`config.mk`:
```
export PLATFORM = sky130hd
export DESIGN_NAME = vend_dispense_ctrl
export DESIGN_NICKNAME = d
export VERILOG_FILES = /design/src/rtl/vend_dispense_ctrl.sv
export SDC_FILE = /design/constraint.sdc
export NUM_CORES = 1
export LEC_CHECK = 0
export CORE_MARGIN = 1
export CORE_UTILIZATION = 40
export CTS_CLUSTER_DIAMETER = 40
export CTS_CLUSTER_SIZE = 12
export DETAILED_ROUTE_END_ITERATION = 10
export MAX_ROUTING_LAYER = met4
export SLEW_MARGIN = 15
export SYNTH_ARGS = -nofsm -noshare
export SYNTH_HDL_FRONTEND = slang
export SYNTH_SLANG_ARGS = --single-unit
```
`constraint.sdc`:
```
create_clock -name clk_i -period 2.45 [get_ports clk_i]
set_input_delay 0.49 -clock clk_i [delete_from_list [all_inputs] [get_ports clk_i]]
set_output_delay 0.49 -clock clk_i [all_outputs]
set_load 0.01 [all_outputs]
```
`src/rtl/vend_dispense_ctrl.sv`:
```
// rtl/vend_dispense_ctrl.sv - vend dispense controller: price detect, dispenser handshake, change return
//
// Purpose: waits in IDLE for the upstream credit to reach PRICE, then runs a
// req/ack handshake with the product dispenser and pays back change as
// single-unit coin pulses spaced CHANGE_GAP cycles apart.
// Build option: define VEND_REFUND_EN to turn a dispense timeout into a full
// refund of the credit (fault raised during the refund, cleared back in IDLE).
// Without it a timeout parks in a sticky FAULT state until reset.
//
// Ports:
//   clk_i               system clock, rising edge
//   rst_i               synchronous active-high reset
//   total_i[3:0]        accumulated credit, sampled only in IDLE
//   dispense_ack_i      dispenser has released the product (used only in REQ)
//   dispense_req_o      dispense request, held until ack or timeout
//   change_pulse_o      one-cycle pulse per coin unit returned
//   change_remaining_o  change units still to return
//   busy_o              high in every state except IDLE
//   vend_done_o         one-cycle pulse on successful completion
//   fault_o             dispense timeout indicator
module vend_dispense_ctrl #(
    parameter int unsigned PRICE       = 4,
    parameter int unsigned ACK_TIMEOUT = 16,
    parameter int unsigned CHANGE_GAP  = 2
) (
    input  logic       clk_i,
    input  logic       rst_i,
    input  logic [3:0] total_i,
    input  logic       dispense_ack_i,
    output logic       dispense_req_o,
    output logic       change_pulse_o,
    output logic [3:0] change_remaining_o,
    output logic       busy_o,
    output logic       vend_done_o,
    output logic       fault_o
);

    localparam int TW = (ACK_TIMEOUT > 1) ? $clog2(ACK_TIMEOUT) : 1;
    localparam int GW = (CHANGE_GAP > 1) ? $clog2(CHANGE_GAP) : 1;
    localparam logic [3:0]    PRICE_V  = 4'(PRICE);
    localparam logic [TW-1:0] TMO_LAST = TW'(ACK_TIMEOUT - 1);
    localparam logic [GW-1:0] GAP_LAST = GW'(CHANGE_GAP - 1);

    typedef enum logic [2:0] {
        S_IDLE,
        S_REQ,
        S_CHG_ON,
        S_CHG_GAP,
        S_DONE,
        S_FAULT
    } state_t;

    state_t        state_q, state_d;
    logic [3:0]    chg_q, chg_d;
    logic [TW-1:0] tmo_q, tmo_d;
    logic [GW-1:0] gap_q, gap_d;
    logic          fault_q, fault_d;
    logic          req_q, pulse_q, busy_q, done_q;
`ifdef VEND_REFUND_EN
    logic [3:0]    credit_q, credit_d;
`endif

    always_comb begin
        state_d = state_q;
        chg_d   = chg_q;
        tmo_d   = tmo_q;
        gap_d   = gap_q;
        fault_d = fault_q;
`ifdef VEND_REFUND_EN
        credit_d = credit_q;
`endif
        case (state_q)
            S_IDLE: begin
                if (total_i >= PRICE_V) begin
                    state_d = S_REQ;
                    chg_d   = total_i - PRICE_V;
                    tmo_d   = '0;
`ifdef VEND_REFUND_EN
                    credit_d = total_i;
`endif
                end
            end
            S_REQ: begin
                // Ack is checked first so an ack in the final timeout cycle still completes.
                if (dispense_ack_i) begin
                    state_d = (chg_q != 4'd0) ? S_CHG_ON : S_DONE;
                end else if (tmo_q == TMO_LAST) begin
                    fault_d = 1'b1;
`ifdef VEND_REFUND_EN
                    chg_d   = credit_q;
                    state_d = S_CHG_ON;
`else
                    state_d = S_FAULT;
`endif
                end else begin
                    tmo_d = tmo_q + TW'(1);
                end
            end
            S_CHG_ON: begin
                if (chg_q != 4'd0) begin
                    chg_d = chg_q - 4'd1;
                end
                gap_d = '0;
                if (chg_q > 4'd1) begin
                    state_d = S_CHG_GAP;
                end else begin
`ifdef VEND_REFUND_EN
                    // A refund (fault set) skips DONE and reports no vend_done.
                    state_d = fault_q ? S_IDLE : S_DONE;
`else
                    state_d = S_DONE;
`endif
                end
            end
            S_CHG_GAP: begin
                if (gap_q == GAP_LAST) begin
                    state_d = S_CHG_ON;
                end else begin
                    gap_d = gap_q + GW'(1);
                end
            end
            S_DONE:  state_d = S_IDLE;
            S_FAULT: state_d = S_FAULT;
            default: state_d = S_IDLE;
        endcase
`ifdef VEND_REFUND_EN
        if (state_d == S_IDLE) begin
            fault_d = 1'b0;
        end
`endif
    end

    // Outputs are registered from the next state so they line up with state_q.
    always_ff @(posedge clk_i) begin
        if (rst_i) begin
            state_q <= S_IDLE;
            chg_q   <= '0;
            tmo_q   <= '0;
            gap_q   <= '0;
            fault_q <= 1'b0;
            req_q   <= 1'b0;
            pulse_q <= 1'b0;
            busy_q  <= 1'b0;
            done_q  <= 1'b0;
`ifdef VEND_REFUND_EN
            credit_q <= '0;
`endif
        end else begin
            state_q <= state_d;
            chg_q   <= chg_d;
            tmo_q   <= tmo_d;
            gap_q   <= gap_d;
            fault_q <= fault_d;
            req_q   <= (state_d == S_REQ);
            pulse_q <= (state_d == S_CHG_ON);
            busy_q  <= (state_d != S_IDLE);
            done_q  <= (state_d == S_DONE);
`ifdef VEND_REFUND_EN
            credit_q <= credit_d;
`endif
        end
    end

    assign dispense_req_o     = req_q;
    assign change_pulse_o     = pulse_q;
    assign change_remaining_o = chg_q;
    assign busy_o             = busy_q;
    assign vend_done_o        = done_q;
    assign fault_o            = fault_q;

endmodule
```
m1.png
The bar under the picture is 20 um long. Supply wires on this layer in gray.
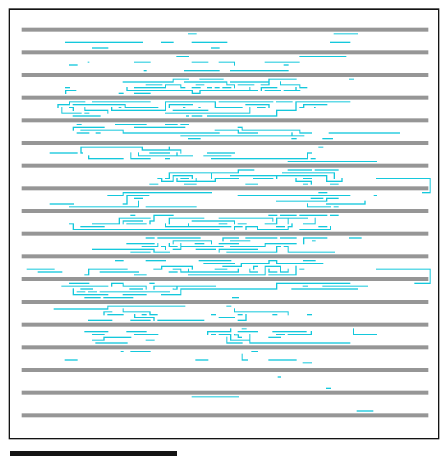
- nets with wire on the layer: 124
- main direction: horizontal
- longest straight run: 17.5 um

m2.png
Cells faint in the background.
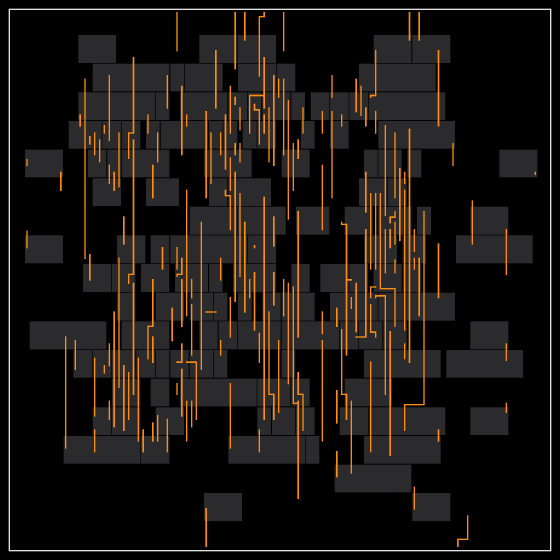
- main direction: vertical
- nets with wire on the layer: 114
- wire length on this layer: 832 um
- share of all routed wire: 43%
- longest straight run: 22.1 um

m3.png
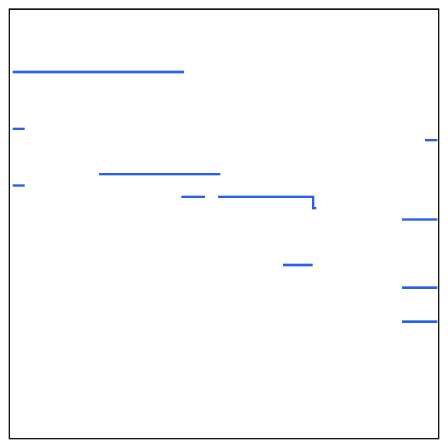
- main direction: horizontal
- wire length on this layer: 68.3 um
- nets with wire on the layer: 9
- longest straight run: 20.2 um
- share of all routed wire: 3.6%

route_heat.png
The die is cut into 10 by 10 equal tiles; dark blue is low, red is high, scaled to the fullest tile. Values are wire area over tile area, all layers added.
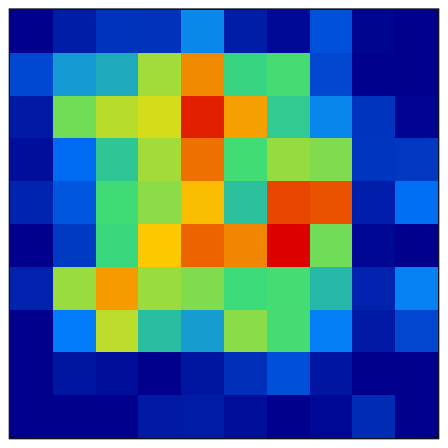
- fullest tile: 0.37
- mean over tiles: 0.11
- emptiest ninth of the die: lower right
- nearly empty tiles: 21%
- densest ninth of the die: center

==> Table 3: Implementation characteristics <==
Physical design parameters

Parameter                              Value

Layout
  Share of cells above drive strength 1    0.163
  Clock Network Area Fraction    0.0236
  Filler Cells Inserted    229
  Seq/total area    0.292
  Antenna diode count    0
  Comb gates    approximately 83
  Logic area    about 570 um2
  Nonclk inv count    9
  Count of placed standard cells in the final layout, fillers left out    between 150 and 200
  Buffers, non-clock    16
  NumNets Final    142
  Clock buf count    3

Yosys
  Average footprint of a synthesized cell    around 8.6 um2
  Leading area contributor after synthesis    sky130_fd_sc_hd__dfxtp_1
  Post-synth cell types    36
  Yosys-reported design area after synthesis    between 900 and 1000 um2
  Post-Syn Nets    125
  Flip-flops with a built-in enable    0
  Leading cell types by total area after synthesis    sky130_fd_sc_hd__dfxtp_1 35%, sky130_fd_sc_hd__a21oi_1 7.2%, sky130_fd_sc_hd__ha_1 6.4%
  Most common flop cell mapped by yosys    sky130_fd_sc_hd__dfxtp_1
  Yosys warning count    0
  Cell Area, Synth    just under 1000 um2
  Total cells reported by yosys after synthesis    about 110

Pwr
  Main power group    registers
  Ratio of total power to cell area    810 nW/um2
  Proportion of power drawn by the clock network    0.159
  Comb power frac    0.416
  Sw frac    0.375
  Seq pwr    roughly 0.00040 W

Setup path
  Class of the most critical setup path    in2reg
  CP startpoint kind    primary input
  Source of the worst register-to-register timing path    change_remaining_o[0]
  CP max FO    5
  Capture point of the worst reg-to-reg path    busy_o
  Slowest cell on crit path    sky130_fd_sc_hd__clkdlybuf4s50_1
  Count of cells along the worst register-to-register path    6
  Data required time of the critical path    around 2700 ps
  Cell breakdown of the critical path    clkdlybuf4s50_1, inv_1, ha_1, nor4_2, a21o_2, o21ai_0, a221oi_1
  CP Launch Point    total_i[2]
  Slowest stage delay, CP    roughly 480 ps

Floorplanning
  # Taps    28
  Die Wd    51.3 um
  Core ar.    roughly 2300 um2
  Number of I/O pins    16

CTS
  Number of hold buffers added after CTS    0
  Resized Gates After CTS    0
  CTS Root Buffer Type    sky130_fd_sc_hd__clkbuf_4
  Clock tree from TritonCTS    yes
  Setup bufs post-CTS    0

Timing
  Max Clock Skew    between 2 and 3 ps
  Max-slew violations    0
  RSZ-0062 raised after global routing    no
  Final Hold Viols    0
  Worst Hold Slack    456 ps
  Clock period minus worst slack    approximately 1900 ps
  Setup violators final    0
  Portion of the clock cycle consumed by the worst path in the final layout    0.789
  Total Negative Setup Slacks    0 ps
  Highest clock frequency the design can meet    about 0.52 GHz

Global routing
  Total congestion overflow    0
  Antenna violations before repair    0
  Total routing usage reported by global routing    0.183
  Largest net degree at the start of global routing    15

Worst hold path
  Endpoint of the worst hold path    fault_o
  Critical hold path startpoint    fault_o

Route
  Remaining DRCs    0
  Total wirelength of the detailed-routed design    1.91 mm
  Router iterations before antenna repair    4
  Vias per std cell    around 5.4
  Vias    848

Job
  Number of max-cap violations    0

Place
  Final weighted congestion in routability-driven placement    between 0.7 and 0.8

Status
  Status    complete, no violations
## cells by family (layout without fill, tap and decap cells)
| group | count (synthesis) | after routing | share of synthesized area |
|---|---|---|---|
| and+or+nand+nor | 41 | 41 | 0.274 |
| AOI/OAI and AO/OA | 37 | 37 | 0.248 |
| DFF | 17 | 17 | 0.350 |
| buffers and inverters | 13 | 29 | 0.0631 |
| adders and majority gates | 5 | 5 | 0.0644 |
## routing by layer
metal  global-route usage  share of wire  vias up
li1                     -              -      447
met2                0.274           0.43       13
met3               0.0625          0.036        2
met4               0.0405         0.0073        0
met5                    -              0        -
met1                0.239           0.52      386
## state kept, by name, indices dropped and copies added, names as in the netlist
signal,count
busy_o,1
change_pulse_o,1
change_remaining_o,4
dispense_req_o,1
fault_o,1
gap_q,1
state_q,3
tmo_q,4
vend_done_o,1
## cells in the final DEF (no fill, tap or decap), drive strengths merged, types with 2 or more instances in the layout
cell            n
dfxtp          17
clkdlybuf4s50  15
a21oi          14
inv             9
nor2            9
nand3           6
o21ai           6
nor3b           6
ha              5
a31oi           5
o31ai           3
or2             3
nand2           3
clkbuf          3
or3             3
or4             3
nor3            2
a21o            2
o211ai          2
or3b            2
## worst max-delay path, delay by kind of cell
kind                     cells  cell delay, ps
buffers and inverters        2             530
AND-OR/OR-AND                3             570
adder cells (fa/ha/maj)      1             230
AND/OR/NAND/NOR              1             330
## through the flow
stage | setup slack [ps] | total power, W | utilization | instance area, um2
final | 517 | 0.000943 | 0.517 | 1160
after global routing | 355 | 0.00103 | 0.517 | 1160
after CTS | 525 | 0.000949 | 0.517 | 1160
after detailed placement | 218 | 0.000796 | 0.504 | 1140
after global placement | 258 | 0.000800 | 0.504 | 1140
after floorplan | 678 | 0.000675 | - | 972
Power is estimated from default activity; no workload was simulated.
